==> src/rtl/dac_spi_pkg.sv <==
`default_nettype none
// ============================================================================
// Module   : dac_spi_pkg
// Purpose  : Shared types, frame geometry and frame builder for the DAC SPI TX.
// Revision : 1.0 - initial release
// ============================================================================
package dac_spi_pkg;

    localparam int FRAME_W   = 16;
    localparam int CMD_W     = 4;
    localparam int PAD_W     = 4;
    localparam int SAMPLE_W  = FRAME_W - CMD_W - PAD_W;
    localparam int BIT_CNT_W = 4;
    localparam int DIV_W     = 8;

    typedef enum logic [1:0] {
        ST_IDLE  = 2'd0,
        ST_LOAD  = 2'd1,
        ST_SHIFT = 2'd2,
        ST_HOLD  = 2'd3
    } state_t;

    function automatic logic [FRAME_W-1:0] build_frame(
        input logic [CMD_W-1:0]    cmd,
        input logic [SAMPLE_W-1:0] sample
    );
        return {cmd, sample, {PAD_W{1'b0}}};
    endfunction

endpackage
`default_nettype wire

==> src/rtl/dac_sclk_gen.sv <==
`default_nettype none
// ============================================================================
// Module   : dac_sclk_gen
// Purpose  : Half-period counter, SCLK register and rise/fall strobes.
// Revision : 1.0 - initial release
// ============================================================================
module dac_sclk_gen
    import dac_spi_pkg::*;
#(
    parameter int CLK_DIV = 4
) (
    input  logic clk,
    input  logic rst,
    input  logic i_en,
    input  logic i_clear,
    input  logic i_shift_en,
    output logic o_half_end,
    output logic o_rise,
    output logic o_fall,
    output logic o_sclk
);

    localparam logic [DIV_W-1:0] c_last_cnt = DIV_W'(CLK_DIV - 1);

    logic [DIV_W-1:0] r_cnt;
    logic             r_sclk;

    always_ff @(posedge clk or posedge rst) begin
        if (rst) begin
            r_cnt <= '0;
        end else if (!i_en || i_clear || o_half_end) begin
            r_cnt <= '0;
        end else begin
            r_cnt <= r_cnt + DIV_W'(1);
        end
    end

    // SCLK is forced low whenever the FSM is not shifting, so it idles low.
    always_ff @(posedge clk or posedge rst) begin
        if (rst) begin
            r_sclk <= 1'b0;
        end else if (!i_shift_en) begin
            r_sclk <= 1'b0;
        end else if (o_half_end) begin
            r_sclk <= ~r_sclk;
        end
    end

    assign o_half_end = i_en && (r_cnt == c_last_cnt);
    assign o_rise     = i_shift_en && o_half_end && !r_sclk;
    assign o_fall     = i_shift_en && o_half_end && r_sclk;
    assign o_sclk     = r_sclk;

endmodule
`default_nettype wire

==> src/rtl/dac_spi_tx.sv <==
`default_nettype none
// ============================================================================
// Module   : dac_spi_tx
// Purpose  : Serialises 8-bit DDS samples into 16-bit SPI DAC frames.
// Revision : 1.0 - initial release
// ============================================================================
module dac_spi_tx
    import dac_spi_pkg::*;
#(
    parameter int               CLK_DIV = 4,
    parameter logic [CMD_W-1:0] CMD     = 4'b0011
) (
    input  logic                clk,
    input  logic                rst,
    input  logic [SAMPLE_W-1:0] din,
    input  logic                din_valid,
    output logic                din_ready,
    output logic                dac_cs_n,
    output logic                dac_sclk,
    output logic                dac_mosi,
    output logic                busy,
    output logic                frame_done
);

    localparam logic [BIT_CNT_W-1:0] c_last_bit = '1;

    state_t               r_state;
    state_t               w_next_state;
    logic [FRAME_W-1:0]   r_shift;
    logic [BIT_CNT_W-1:0] r_bit_cnt;
    logic                 r_ready_en;
    logic                 r_frame_done;

    logic w_accept;
    logic w_clear;
    logic w_busy;
    logic w_shifting;
    logic w_half_end;
    logic w_rise;
    logic w_fall;
    logic w_sclk;
    logic w_last_bit;
    logic w_unused_rise;

    assign w_busy        = (r_state != ST_IDLE);
    assign w_shifting    = (r_state == ST_SHIFT);
    assign w_accept      = din_valid && din_ready;
    assign w_last_bit    = (r_bit_cnt == c_last_bit);
    assign w_clear       = (w_next_state != r_state);
    assign w_unused_rise = w_rise;

    dac_sclk_gen #(
        .CLK_DIV (CLK_DIV)
    ) u_sclk_gen (
        .clk        (clk),
        .rst        (rst),
        .i_en       (w_busy),
        .i_clear    (w_clear),
        .i_shift_en (w_shifting),
        .o_half_end (w_half_end),
        .o_rise     (w_rise),
        .o_fall     (w_fall),
        .o_sclk     (w_sclk)
    );

    always_ff @(posedge clk or posedge rst) begin
        if (rst) begin
            r_state <= ST_IDLE;
        end else begin
            r_state <= w_next_state;
        end
    end

    always_comb begin
        w_next_state = r_state;
        case (r_state)
            ST_IDLE:  if (w_accept)                 w_next_state = ST_LOAD;
            ST_LOAD:  if (w_half_end)               w_next_state = ST_SHIFT;
            ST_SHIFT: if (w_fall && w_last_bit)     w_next_state = ST_HOLD;
            ST_HOLD:  if (w_half_end)               w_next_state = ST_IDLE;
            default:                                w_next_state = ST_IDLE;
        endcase
    end

    always_comb begin
        din_ready  = 1'b0;
        dac_cs_n   = 1'b1;
        dac_mosi   = 1'b0;
        dac_sclk   = w_sclk;
        busy       = w_busy;
        frame_done = r_frame_done;
        case (r_state)
            ST_IDLE: din_ready = r_ready_en;
            ST_LOAD, ST_SHIFT: begin
                dac_cs_n = 1'b0;
                dac_mosi = r_shift[FRAME_W-1];
            end
            default: ;
        endcase
    end

    // The 16th falling edge leaves the register alone; SHIFT exits on it.
    always_ff @(posedge clk or posedge rst) begin
        if (rst) begin
            r_shift   <= '0;
            r_bit_cnt <= '0;
        end else if (w_accept) begin
            r_shift   <= build_frame(CMD, din);
            r_bit_cnt <= '0;
        end else if (w_fall && !w_last_bit) begin
            r_shift   <= {r_shift[FRAME_W-2:0], 1'b0};
            r_bit_cnt <= r_bit_cnt + BIT_CNT_W'(1);
        end
    end

    always_ff @(posedge clk or posedge rst) begin
        if (rst) begin
            r_ready_en   <= 1'b0;
            r_frame_done <= 1'b0;
        end else begin
            r_ready_en   <= 1'b1;
            r_frame_done <= (r_state == ST_HOLD) && (w_next_state == ST_IDLE);
        end
    end

endmodule
`default_nettype wire
==> config.mk <==
export PLATFORM = sky130hd
export DESIGN_NAME = dac_spi_tx
export DESIGN_NICKNAME = d
export VERILOG_FILES = /design/src/rtl/dac_spi_pkg.sv /design/src/rtl/dac_sclk_gen.sv /design/src/rtl/dac_spi_tx.sv
export SDC_FILE = /design/constraint.sdc
export NUM_CORES = 1
export LEC_CHECK = 0
export CAP_MARGIN = 20
export CORE_MARGIN = 4
export CORE_UTILIZATION = 40
export CTS_BUF_LIST = sky130_fd_sc_hd__clkbuf_4 sky130_fd_sc_hd__clkbuf_8 sky130_fd_sc_hd__clkbuf_16
export DETAILED_ROUTE_END_ITERATION = 6
export HOLD_SLACK_MARGIN = 0.15
export SLEW_MARGIN = 5
export SYNTH_ARGS = -nofsm -noshare
export SYNTH_HDL_FRONTEND = slang
export SYNTH_HIERARCHICAL = 1
export SYNTH_SLANG_ARGS = --single-unit
==> constraint.sdc <==
create_clock -name clk -period 7.7 [get_ports clk]
set_clock_uncertainty 0.2 [all_clocks]
set_input_delay 0.77 -clock clk [delete_from_list [all_inputs] [get_ports clk]]
set_output_delay 0.77 -clock clk [all_outputs]
set_load 0.02 [all_outputs]
==> flow_metrics.tcl, run 1 <==
# metrics dict for downstream scripts
set metrics [dict create \
    outcome "finished clean" \
    topRoutingLayerUsed "met4" \
    buf_share 0.08901 \
    grt_util_all_layers 0.1334 \
    crit_fanout 9 \
    cp_slowest_cell "dfrtp_1" \
    power.total_uw 441.6 \
    syn-num-nets 170 \
    power_leakage_uw 0.0008494 \
    seq_power_share 0.439 \
    min_path_type "reg2reg" \
    warnings 30 \
    holdPathEnd "u_sclk_gen/r_cnt[0]$_DFF_PP0_" \
    drv_slew 0 \
    worstSetupStartpoint "r_state[1]$_DFF_PP0_" \
    end_kind "flop" \
    power_frac_comb 0.272 \
    mi_logic_area_um2 733.2 \
    core_mm2 0.003633 \
    cts_root_buffer "clkbuf_8" \
    busiest_layer "met2" \
    worstRegToRegCells 12 \
    cts_buffer_depth 2 \
    cp.arrival_ns 3.56 \
    die_height_um 69.32 \
    drt_pass1_iterations 4 \
    port-buffer-count 16 \
    num-clock-buffers 7 \
    drc_errors 0 \
]
==> run 1: power groups by stage <==
stage,Combinational [µW],Sequential (µW),Clock (µW)
floorplan,85.5,191,0
global placement,116,195,0
detailed placement,121,196,0
CTS,122,194,133
global route,137,197,139
finish,120,194,128
==> run 1: critical path, delay by kind of cell, from the launching register on <==
| family | cells | cell delay, ns |
|---|---|---|
| adders and majority gates | 1 | 0.23 |
| DFF | 1 | 0.51 |
| buffers and inverters | 2 | 0.23 |
| and+or+nand+nor | 7 | 2.00 |
| AOI/OAI and AO/OA | 2 | 0.30 |
==> run 1: state kept, by name (all words and copies together) (netlist names) <==
register,count
u_sclk_gen/o_sclk,1
r_bit_cnt,4
r_ready_en,1
u_sclk_gen/r_cnt,8
r_shift,12
r_state,2
frame_done,1
Fig. 1: run 1, the metal 2 layer
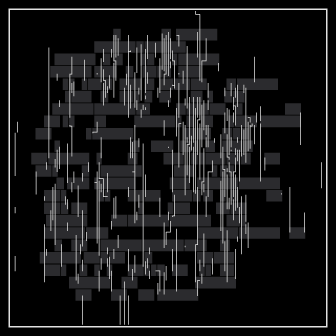
The layer carries 1260 µm of wire. 153 nets have wire on it. The longest straight run is 26.9 µm. The layer holds 45% of the routed length. The wires run mostly vertical.
GR Layer Usage met2: 0.2002
Post-Route WL: 2813 µm
Via Count: 1120

Fig. 2: run 1, met3 routing
Bar = 20 µm.
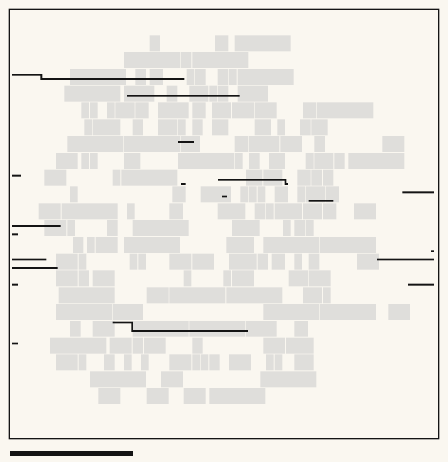
The longest straight run is 23.0 µm. The layer holds 4.6% of the routed length. The wires run mostly horizontal. The layer carries 129 µm of wire. 16 nets have wire on it.

Fig. 3: run 1, met1 routing
Bar = 20 µm.
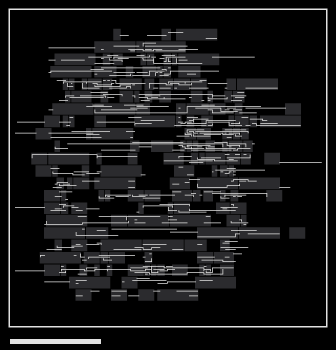
The layer carries 1370 µm of wire. The wires run mostly horizontal. The longest straight run is 34.0 µm. The layer holds 49% of the routed length. 163 nets have wire on it.
met1 Usage GRT: 0.1667

Fig. 4: run 1, placed standard cells
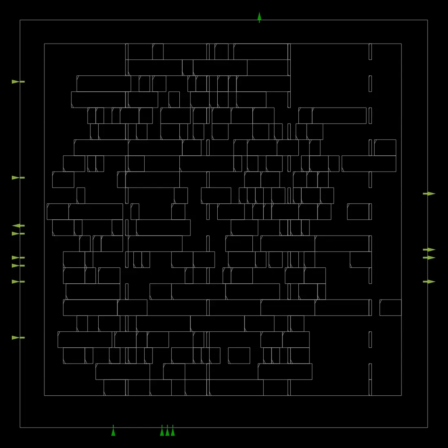
std cell rows: 22
Tapcell Cnt: 48
final std cells w/o fill: 220
Seq/total area: 0.4033
# fillers: 356

==> run 2: changes to the inputs <==
==> constraint.sdc (replaced) <==
create_clock -name clk -period 3 [get_ports clk]
set_clock_uncertainty 0.2 [all_clocks]
set_input_delay 0.3 -clock clk [delete_from_list [all_inputs] [get_ports clk]]
set_output_delay 0.3 -clock clk [all_outputs]
set_load 0.02 [all_outputs]
==> flow_metrics.tcl, run 2 <==
# metrics dict for downstream scripts
set metrics [dict create \
    outcome "finished clean" \
    drv_slew 0 \
    grt_util_all_layers 0.1332 \
    whs_ns 0.2831 \
    cts_buffer_depth 2 \
    end_kind "flop" \
    taps 48 \
    ys_warn_count 6 \
    worst_pin_slew_ns 0.7311 \
    largestClassByArea "combinational gates" \
    fill_cells 339 \
    reg.largest.list "r_shift x12, u_sclk_gen/r_cnt x8, r_bit_cnt x4" \
    cp.arrival_ns 2.92 \
    drc_errors 0 \
    port-buffer-count 16 \
    fp-row-count 22 \
    power_leakage_uw 0.0009469 \
    warnings 32 \
    holdPathEnd "u_sclk_gen/r_cnt[0]$_DFF_PP0_" \
    largest_reg_flops 12 \
    mi_logic_area_um2 783.3 \
    syn-num-nets 170 \
    crit_fanout 7 \
    die_height_um 69.32 \
    worstSetupStartpoint "r_state[1]$_DFF_PP0_" \
    buf_share 0.1408 \
    min_path_type "reg2reg" \
    cts_root_buffer "clkbuf_8" \
    power.total_uw 1334 \
    drt_pass1_iterations 5 \
    regMostFlops "r_shift" \
    peakVddDrop_uv 413.1 \
    worstRegToRegCells 12 \
    num-clock-buffers 7 \
]
==> run 2: routing by layer <==
layer  share of wire  vias to the layer above  routed length [µm]  track usage
li1                -                      602                   -            -
met1            0.47                      569                1417       0.1754
met2            0.48                       22                1457       0.2066
met3           0.043                        4                 130      0.04203
met4           0.010                        0                  31      0.04555
met5               0                        -                   0            0
==> run 2: power breakdown <==
part,switching (µW),internal (µW),leakage [µW]
combinational,212,210,0.000509
sequential,36.1,452,0.000376
clock,144,279,0.0000619
total,392,941,0.000947
==> run 2: critical path, stage by stage, from the launching register on <==
cell and delay, ns:
dfrtp_2 0.39, inv_4 0.05, ha_4 0.16, inv_4 0.05, or4b_4 0.48, nor2_4 0.10
and3_4 0.19, or3b_4 0.38, or3b_1 0.38, o211ai_1 0.10, nand2b_4 0.17, a21o_4 0.13
a21oi_1 0.05
Fig. 5: run 2, placed standard cells
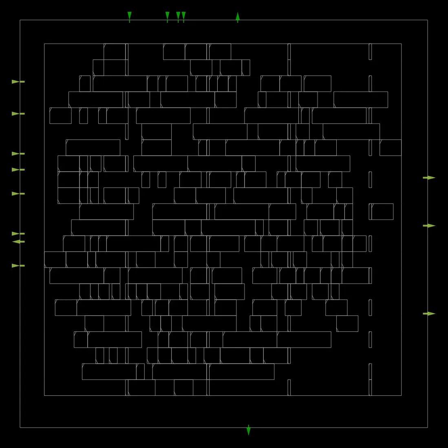
Seq/total area: 0.3620
fin util: 0.5527
final std cells w/o fill: 237
Floorplan Core Area: 0.003633 mm²
flop count: 29

Fig. 6: run 2, sequential cells grouped by signal name
Other sequential cells in the stronger gray, the rest of the logic in the fainter gray.
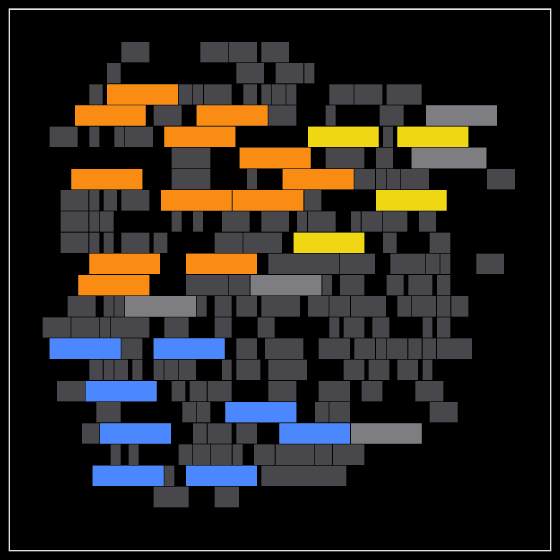
Key: yellow = `r_bit_cnt` [flops 4]; orange = `r_shift` [flops 12]; blue = `u_sclk_gen/r_cnt` [flops 8]
Reg area: 726.9 µm²
Seq group: 488 µW

Fig. 7: run 2, met3 routing
Bar = 20 µm.
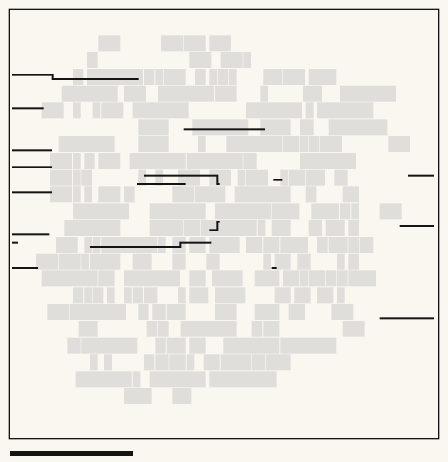
The layer carries 130 µm of wire. The longest straight run is 14.5 µm. 13 nets have wire on it.
Via Count: 1197
Post-Route WL: 3037 µm
GRT met3 Usage: 0.04203

Power and IR drop assume default switching activity.
